[src/rtl/uart_row_sender.sv]
// uart_row_sender: sends a row packet one byte at a time and checks the loader's answer to each byte.
module uart_row_sender #(
   parameter int         BYTE_SIZE_ROW         = 240,
   parameter int         BYTE_SIZE_Y           = 2,
   parameter logic [7:0] END_WORD              = 8'hDD,
   parameter logic [7:0] ANSWER_CODE_TAKE_ROW  = 8'hCC,
   parameter logic [7:0] ANSWER_CODE           = 8'hAA,
   parameter logic [7:0] SUCCESSFULLY_RECEIVED = 8'hFF,
   parameter logic [7:0] NOT_ALL_RECEIVED      = 8'h11,
   parameter int         ANSWER_TIMEOUT        = 500000
) (
   input  logic        clk,
   input  logic        rst,
   input  logic        start,
   input  logic [15:0] row_y,
   output logic        busy,
   output logic        done,
   output logic [1:0]  status,
   output logic [7:0]  fail_idx,
   output logic [7:0]  err_byte,
   output logic [7:0]  mem_addr,
   input  logic [7:0]  mem_rd_data,
   output logic        tx_start,
   output logic [7:0]  tx_data,
   input  logic        tx_busy,
   input  logic [7:0]  rx_data,
   input  logic        rx_done
);
   localparam int CW = $clog2(ANSWER_TIMEOUT);
   localparam logic [7:0] K_PIX = 8'(BYTE_SIZE_Y);
   localparam logic [7:0] K_END = 8'(BYTE_SIZE_Y + BYTE_SIZE_ROW);
   // expiry is decided in the cycle the counter steps onto ANSWER_TIMEOUT-1
   localparam logic [CW-1:0] CNT_LAST = CW'(ANSWER_TIMEOUT - 2);

   typedef enum logic [3:0] {IDLE, FETCH, LOAD, WAIT_TXR, STROBE, WAIT_ANS, CHECK, WAIT_CNT, FINISH} state_t;

   state_t state, state_n;
   logic [15:0] row;
   logic [7:0] k, k_inc, ans, exp_ans;
   logic [CW-1:0] cnt;
   logic expire, next_pix;

   assign k_inc = k + 8'd1;
   assign next_pix = k_inc >= K_PIX && k_inc < K_END;
   assign exp_ans = k < K_PIX ? ANSWER_CODE_TAKE_ROW : ANSWER_CODE;
   assign expire = cnt == CNT_LAST;
   assign busy = state != IDLE && state != FINISH;
   assign done = state == FINISH;
   assign tx_start = state == STROBE;

   always_ff @(posedge clk) begin
      if (rst) state <= IDLE;
      else state <= state_n;
   end

   always_comb begin
      state_n = state;
      unique case (state)
         IDLE:     state_n = start ? LOAD : IDLE;
         FETCH:    state_n = LOAD;
         LOAD:     state_n = WAIT_TXR;
         WAIT_TXR: state_n = tx_busy ? WAIT_TXR : STROBE;
         STROBE:   state_n = WAIT_ANS;
         WAIT_ANS: state_n = rx_done ? CHECK : expire ? FINISH : WAIT_ANS;
         CHECK:    state_n = k == K_END ? (ans == NOT_ALL_RECEIVED ? WAIT_CNT : FINISH)
                                        : ans != exp_ans ? FINISH : next_pix ? FETCH : LOAD;
         WAIT_CNT: state_n = rx_done || expire ? FINISH : WAIT_CNT;
         FINISH:   state_n = IDLE;
      endcase
   end

   always_ff @(posedge clk) begin
      if (rst) begin
         row <= '0;
         k <= '0;
         ans <= '0;
         cnt <= '0;
         tx_data <= '0;
         mem_addr <= '0;
         status <= '0;
         fail_idx <= '0;
         err_byte <= '0;
      end else begin
         case (state)
            IDLE: if (start) begin
               row <= row_y;
               k <= '0;
               status <= '0;
               fail_idx <= '0;
               err_byte <= '0;
            end
            LOAD: tx_data <= k < K_PIX ? (k[0] ? row[15:8] : row[7:0]) : k == K_END ? END_WORD : mem_rd_data;
            STROBE: cnt <= '0;
            WAIT_ANS: begin
               cnt <= cnt + 1'b1;
               if (rx_done) ans <= rx_data;
               else if (expire) begin
                  status <= 2'd3;
                  fail_idx <= k;
               end
            end
            CHECK: begin
               cnt <= '0;
               if (k == K_END ? (ans != SUCCESSFULLY_RECEIVED && ans != NOT_ALL_RECEIVED) : ans != exp_ans) begin
                  status <= 2'd2;
                  fail_idx <= k;
                  err_byte <= ans;
               end else if (k != K_END) begin
                  k <= k_inc;
                  if (next_pix) mem_addr <= k_inc - K_PIX;
               end
            end
            WAIT_CNT: begin
               cnt <= cnt + 1'b1;
               if (rx_done) begin
                  status <= 2'd1;
                  fail_idx <= K_END;
                  err_byte <= rx_data;
               end else if (expire) begin
                  status <= 2'd3;
                  fail_idx <= K_END;
               end
            end
            default: ;
         endcase
      end
   end
endmodule
[config.mk]
export PLATFORM = sky130hd
export DESIGN_NAME = uart_row_sender
export DESIGN_NICKNAME = d
export VERILOG_FILES = /design/src/rtl/uart_row_sender.sv
export SDC_FILE = /design/constraint.sdc
export NUM_CORES = 1
export LEC_CHECK = 0
export CORE_MARGIN = 5
export CORE_UTILIZATION = 35
export DETAILED_ROUTE_END_ITERATION = 6
export SLEW_MARGIN = 20
export SYNTH_ARGS = -nofsm -noshare
export SYNTH_HDL_FRONTEND = slang
export SYNTH_SLANG_ARGS = --single-unit
[constraint.sdc]
create_clock -name clk -period 4.3 [get_ports clk]
set_clock_uncertainty 0.05 [all_clocks]
set_input_delay 0.43 -clock clk [delete_from_list [all_inputs] [get_ports clk]]
set_output_delay 0.43 -clock clk [all_outputs]
set_load 0.005 [all_outputs]
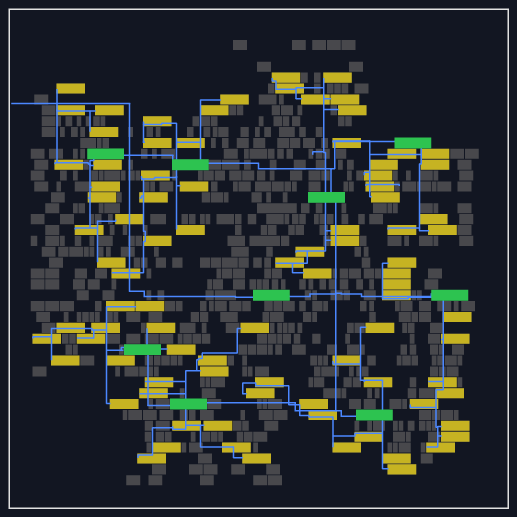
Run 1: clock distribution
Drawn at 4 px/µm.
legend:
  clock wires:
    colour: blue
    length: 1150 µm
  flip-flops:
    colour: yellow
    count: 89
  clock drivers:
    colour: green
    count: 9
flops lie: spread over the die
Late-Pin Clk Latency: 0.34 ns
clock-net power: 0.690 mW

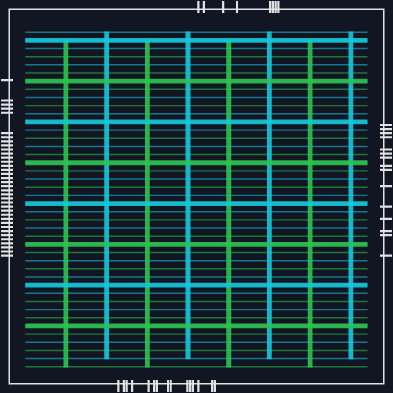
Run 1: PDN straps and rails
Drawn at 3 px/µm. Pins as bars on the die edge.
legend:
  VSS:
    colour: green
  VDD:
    colour: cyan
met4 straps: 8
met5 straps: 8
placeable core region: 12720 µm²
maximum ir drop on the vdd rail: 0.1873 mV
die width: 124.4 µm

==> notes.md, run 1 <==
The flow completed. The flow ran to the end, and the final reports show no timing, DRC or antenna violations. Following the worst setup path forward leads to its endpoint at mem_addr[0]. The report puts the hold buffer count at CTS at 0. The commonest register cell is sky130_fd_sc_hd__dfxtp_1. TritonCTS built the clock tree.

According to the report, the first pass of detailed routing completed in 4 iterations. Count of pins over their slew limit landed at 0. Across all checked pins, the minimum headroom to the slew limit is around 34%. The detail route stage leaves a number of antenna-violating nets equal to 0. For hold timing, the worst endpoint is row[5]. Max-cap violations in this run came to 0.

Traced cell by cell, the critical path runs through inv_1, ha_1, or4b_2, o31ai_1, o21ai_1, o31ai_2, nor2_1, a211oi_1. The script computed a power per unit cell area of 297.0 nW/µm². Number of antenna violations at the first check in global routing landed at 0. Per the gpl log, the routability congestion estimate is between 0.8 and 0.9. After synthesis, the largest family of logic cells by area is simple AND/OR/NAND/NOR gates.

The worst path meets setup with 1.071 ns of slack. Static timing analysis puts the maximum clock frequency at 309.7 MHz. After layout, the clock buffer instance count stands at 16. Number of cells on the critical path landed at 8.

Global-route wire length before repair landed at 19690 µm. Reported sequential group power landed at 0.849 mW. Yosys warning count landed at 0. Cell count of the worst reg-to-reg path landed at 8. Number of combinational gates with multiple inputs landed at roughly 430.

Met1 layer usage reported by global route landed at roughly 20%. Number of buffers outside the clock class in the layout landed at 78. For this run, asynchronously set or reset flops after synthesis account for 0%. Mean area per synthesized cell landed at 8.158 µm². The worst path needs 3.229 ns of the cycle, external delays included.

Using the TritonRoute via totals, the vias-per-cell ratio works out to 5.154. Number of remaining DRC errors landed at 0. The largest register by flop count is cnt. Internal power landed at 1.298 mW. The fraction of final cell area spent on non-clock buffers in this run is 13.53%. On the worst setup and hold paths after CTS, the clock-pin slew comes to 0.06 ns. Post-synthesis adder-cell area fraction landed at 1.640%. Summed instance area of the synthesized netlist landed at 4577 µm². For reference, the most critical setup path is categorized as reg2reg. Combinational power landed at 0.135 mW. The longest incremental delay of any stage on the critical path is reported as between 0.6 and 0.7 ns. Total congestion overflow landed at 0. The largest share of the power goes to sequential cells.

Detailed-routed wire length on met2 landed at 5321 µm. Worst slack on hold paths landed at 0.4041 ns. Looking at the global route congestion table, the highest-usage layer is met2.

Net count of the mapped netlist landed at 604. Number of resized instances in the post-cts repair step landed at 0. The registers reported with the highest flop counts are cnt: 19 flops, row: 16 flops. After clock tree synthesis, the setup repair step added 0 buffers. Area fraction in compound gates after synthesis landed at 16.16%.

After layout, the worst path uses 75.09% of the clock period.
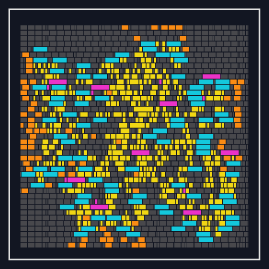
Run 1: cells coloured by class
Drawn at 2 px/µm. Fill, decap, tap and diode cells in grey.
legend:
  flops:
    colour: cyan
    cells: 89
    share_of_their_area: 33%
  combinational and other logic:
    colour: yellow
    cells: 435
    share_of_their_area: 48%
  other buffers and delay cells:
    colour: orange
    cells: 78
    share_of_their_area: 14%
  clock drivers and dummy loads:
    colour: magenta
    cells: 16
    share_of_their_area: 4.6%
final design utilization: 44.33%
number of placement rows: 41
sequential share of cell area: 31.60%
Final Cell Area: 5639 µm²

==> run 2, diff against run 1 <==
- clock period: 4.3 -> 3.2 ns (I/O delays scaled with it)
==> notes.md, run 2 <==
The flow completed. Number of combinational gates with multiple inputs landed at ~430. The largest registers in the layout are cnt: 19 flops, row: 16 flops. The flow ran to the end, and the final reports show no timing, DRC or antenna violations. The first detailed-routing pass took 4 iterations.

The final critical path takes up 90.26% of the cycle. Count of pins over their slew limit landed at 0. Multiplexer fraction of the synthesized cell area landed at 7.162%. Walking the critical path from launch to capture passes 7 cell instances.

Portion of total power attributed to combinational logic landed at 7.7%. Worst slack on hold paths landed at approximately 0.33 ns. Per the final report, the share of cell area in non-clock buffers is between 10% and 20%. In this run, post-CTS hold repair placed 0 buffers. Row generation in the floorplan step produced 41 rows. The critical path ends at fail_idx[7]. The number of antenna violations at the first check in global routing is 0. STA classifies the critical path startpoint as a register.

In this run, placement finished with an instance count of 784. Combinational power landed at ~0.19 mW. Post-CTS clock slew at the launch and capture registers of the worst setup and hold paths landed at about 0.060 ns. In this run the power density over the cells is 416.6 nW/µm².

Number of remaining DRC errors landed at 0. Of the combinational cells, the family taking the most area is simple AND/OR/NAND/NOR gates. Looking at the hold checks, the worst path lands on k[5]. Summed instance area of the synthesized netlist landed at 4577 µm². The final layout report lists a clock buffer count of 11.

The synthesis report gives the async set-or-reset register share as 0%. Sequential share of cell area landed at 30.88%. Routed via count divided by cell count landed at 5.143. The average instance in the mapped netlist occupies between 8 and 9 µm².

TritonCTS built the clock tree. Final setup slack of the worst path landed at around 0.31 ns. Number of resized instances in the post-cts repair step landed at 0. The largest part of the power goes to sequential cells. Global route summary, busiest routing layer listed as met2. Summed over all nets, wire length on met2 after detailed routing comes to 5395 µm.

Max-cap check violation count landed at 0. Post-synthesis adder-cell area fraction landed at 1.640%. For this run, the share of the core covered by cells in the final layout is 45.35%. Global-route wire length before repair landed at around 20000 µm.

Final weighted congestion of routability-driven global placement landed at 0.8805. Routed length per placed instance landed at 14.83 µm. In the power breakdown, the internal column shows 1.864 mW. Area fraction in compound gates after synthesis landed at 16.16%. Reported sequential group power landed at 1.14 mW.

After routing the design area is 5769 µm². Global routing used about a fifth of the available met1 tracks. The detail route stage leaves a number of antenna-violating nets equal to 0. More flip-flops sit in one register than any other, and that register is cnt.

After layout, the minimum clock period comes to around 2.9 ns. Listed in order, past its start point the critical path passes ha_1, nand3_1, or4_1, a2111oi_0, nor4_2, nand2_2, mux2i_1. For reference, the most critical setup path is categorized as reg2reg. Timing-limited maximum frequency landed at 346.2 MHz. Net count of the mapped netlist landed at between 600 and 700. In this run the standard cell core region covers 12720 µm².

Non-clock buffers in the final layout number 88.
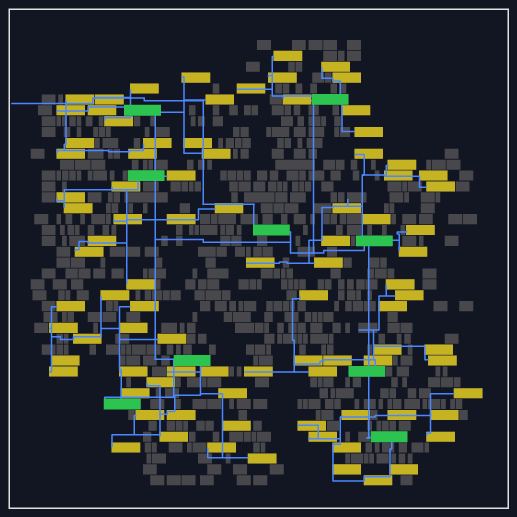
Run 2: clock distribution
Drawn at 4 px/µm.
legend:
  clock drivers:
    colour: green
    count: 9
  flip-flops:
    colour: yellow
    count: 89
  clock wires:
    colour: blue
    length: 1160 µm
flops lie: spread over the die
routed clock nets: 10
clock-net power: 1.08 mW
Late-Pin Clk Latency: 0.35 ns
Clock Power Share: 44.8%

==> run 3, diff against run 2 <==
- clock period: 3.2 -> 3.01 ns (I/O delays scaled with it)
==> notes.md, run 3 <==
The flow completed. The run finished with clean final reports. met1 track demand over resource after global routing is roughly a fifth. In the synthesized netlist, mux cells make up about 7% of the area. Number of resized instances in the post-cts repair step landed at 0. The skew report gives the latency at the later pin of the worst-skew pair as 0.35 ns. Final weighted congestion of routability-driven global placement landed at 0.9491. Combinational power for this build is 0.207 mW. Buffers inserted to repair hold after CTS numbered 0. Worst IR drop on VDD landed at 0.2433 mV.

Net count of the mapped netlist landed at slightly above 600. Number of remaining DRC errors landed at 0. Die span in x landed at 124.4 µm. After layout, the buffer instance count without clock buffers stands at 96. The clock period could shrink to 2.838 ns. TritonCTS built the clock tree. Summed instance area of the synthesized netlist landed at around 4600 µm².

Number of cells on the critical path landed at 6. Worst slack on hold paths landed at 0.1858 ns. Global-route wire length before repair landed at between 20000 and 25000 µm.

The registers reported with the highest flop counts are cnt: 19 flops, row: 16 flops. On the worst setup and hold paths after CTS, the clock-pin slew comes to about 0.070 ns. STA classifies the critical path startpoint as a register. During synthesis, Yosys emitted a total of 0 warnings. Number of antenna violations at the first check in global routing landed at 0. Timing-limited maximum frequency landed at 352.3 MHz. The number of maximum-capacitance violations recorded for the run is 0. The report puts the cell count of the worst reg-to-reg path at 6. The worst pin sits at a relative slew slack of a little over half. Mean area per synthesized cell landed at 8.158 µm². Counting flops per register, the top entry is cnt. Sequential share of cell area landed at a little under a third.

Antenna violation net count after detailed routing landed at 0. Summing all non-filler instances in the final layout gives an area of 5837 µm². In this design, the stage delay of the slowest critical-path cell is 0.63 ns.

For reference, the final report shows the max-slew violation count at 0. Core footprint landed at 12720 µm². Non-clock buffer area fraction after layout landed at around 15%. In this run, placement finished with an instance count of 792. Post-CTS repair timing setup buffer count landed at 0.

The internal power of the cells totals 2.026 mW. The dominant power group in this design is sequential cells. Walking the worst path, the cells encountered are nand2_2, or4_1, a2111oi_0, or4b_1, or3_1, a21oi_1.
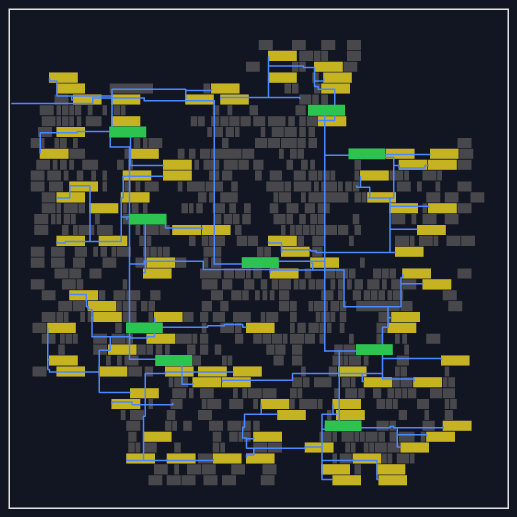
Run 3: clock distribution
Drawn at 4 px/µm.
legend:
  clock wires:
    colour: blue
    length: 1210 µm
  clock drivers:
    colour: green
    count: 9
  flip-flops:
    colour: yellow
    count: 89
routed clock nets: 10
flops lie: spread over the die
Clock Power Share: 46.0%
clock-net power: 1.21 mW

No activity file was given, so power comes from the tool's default toggle rates.
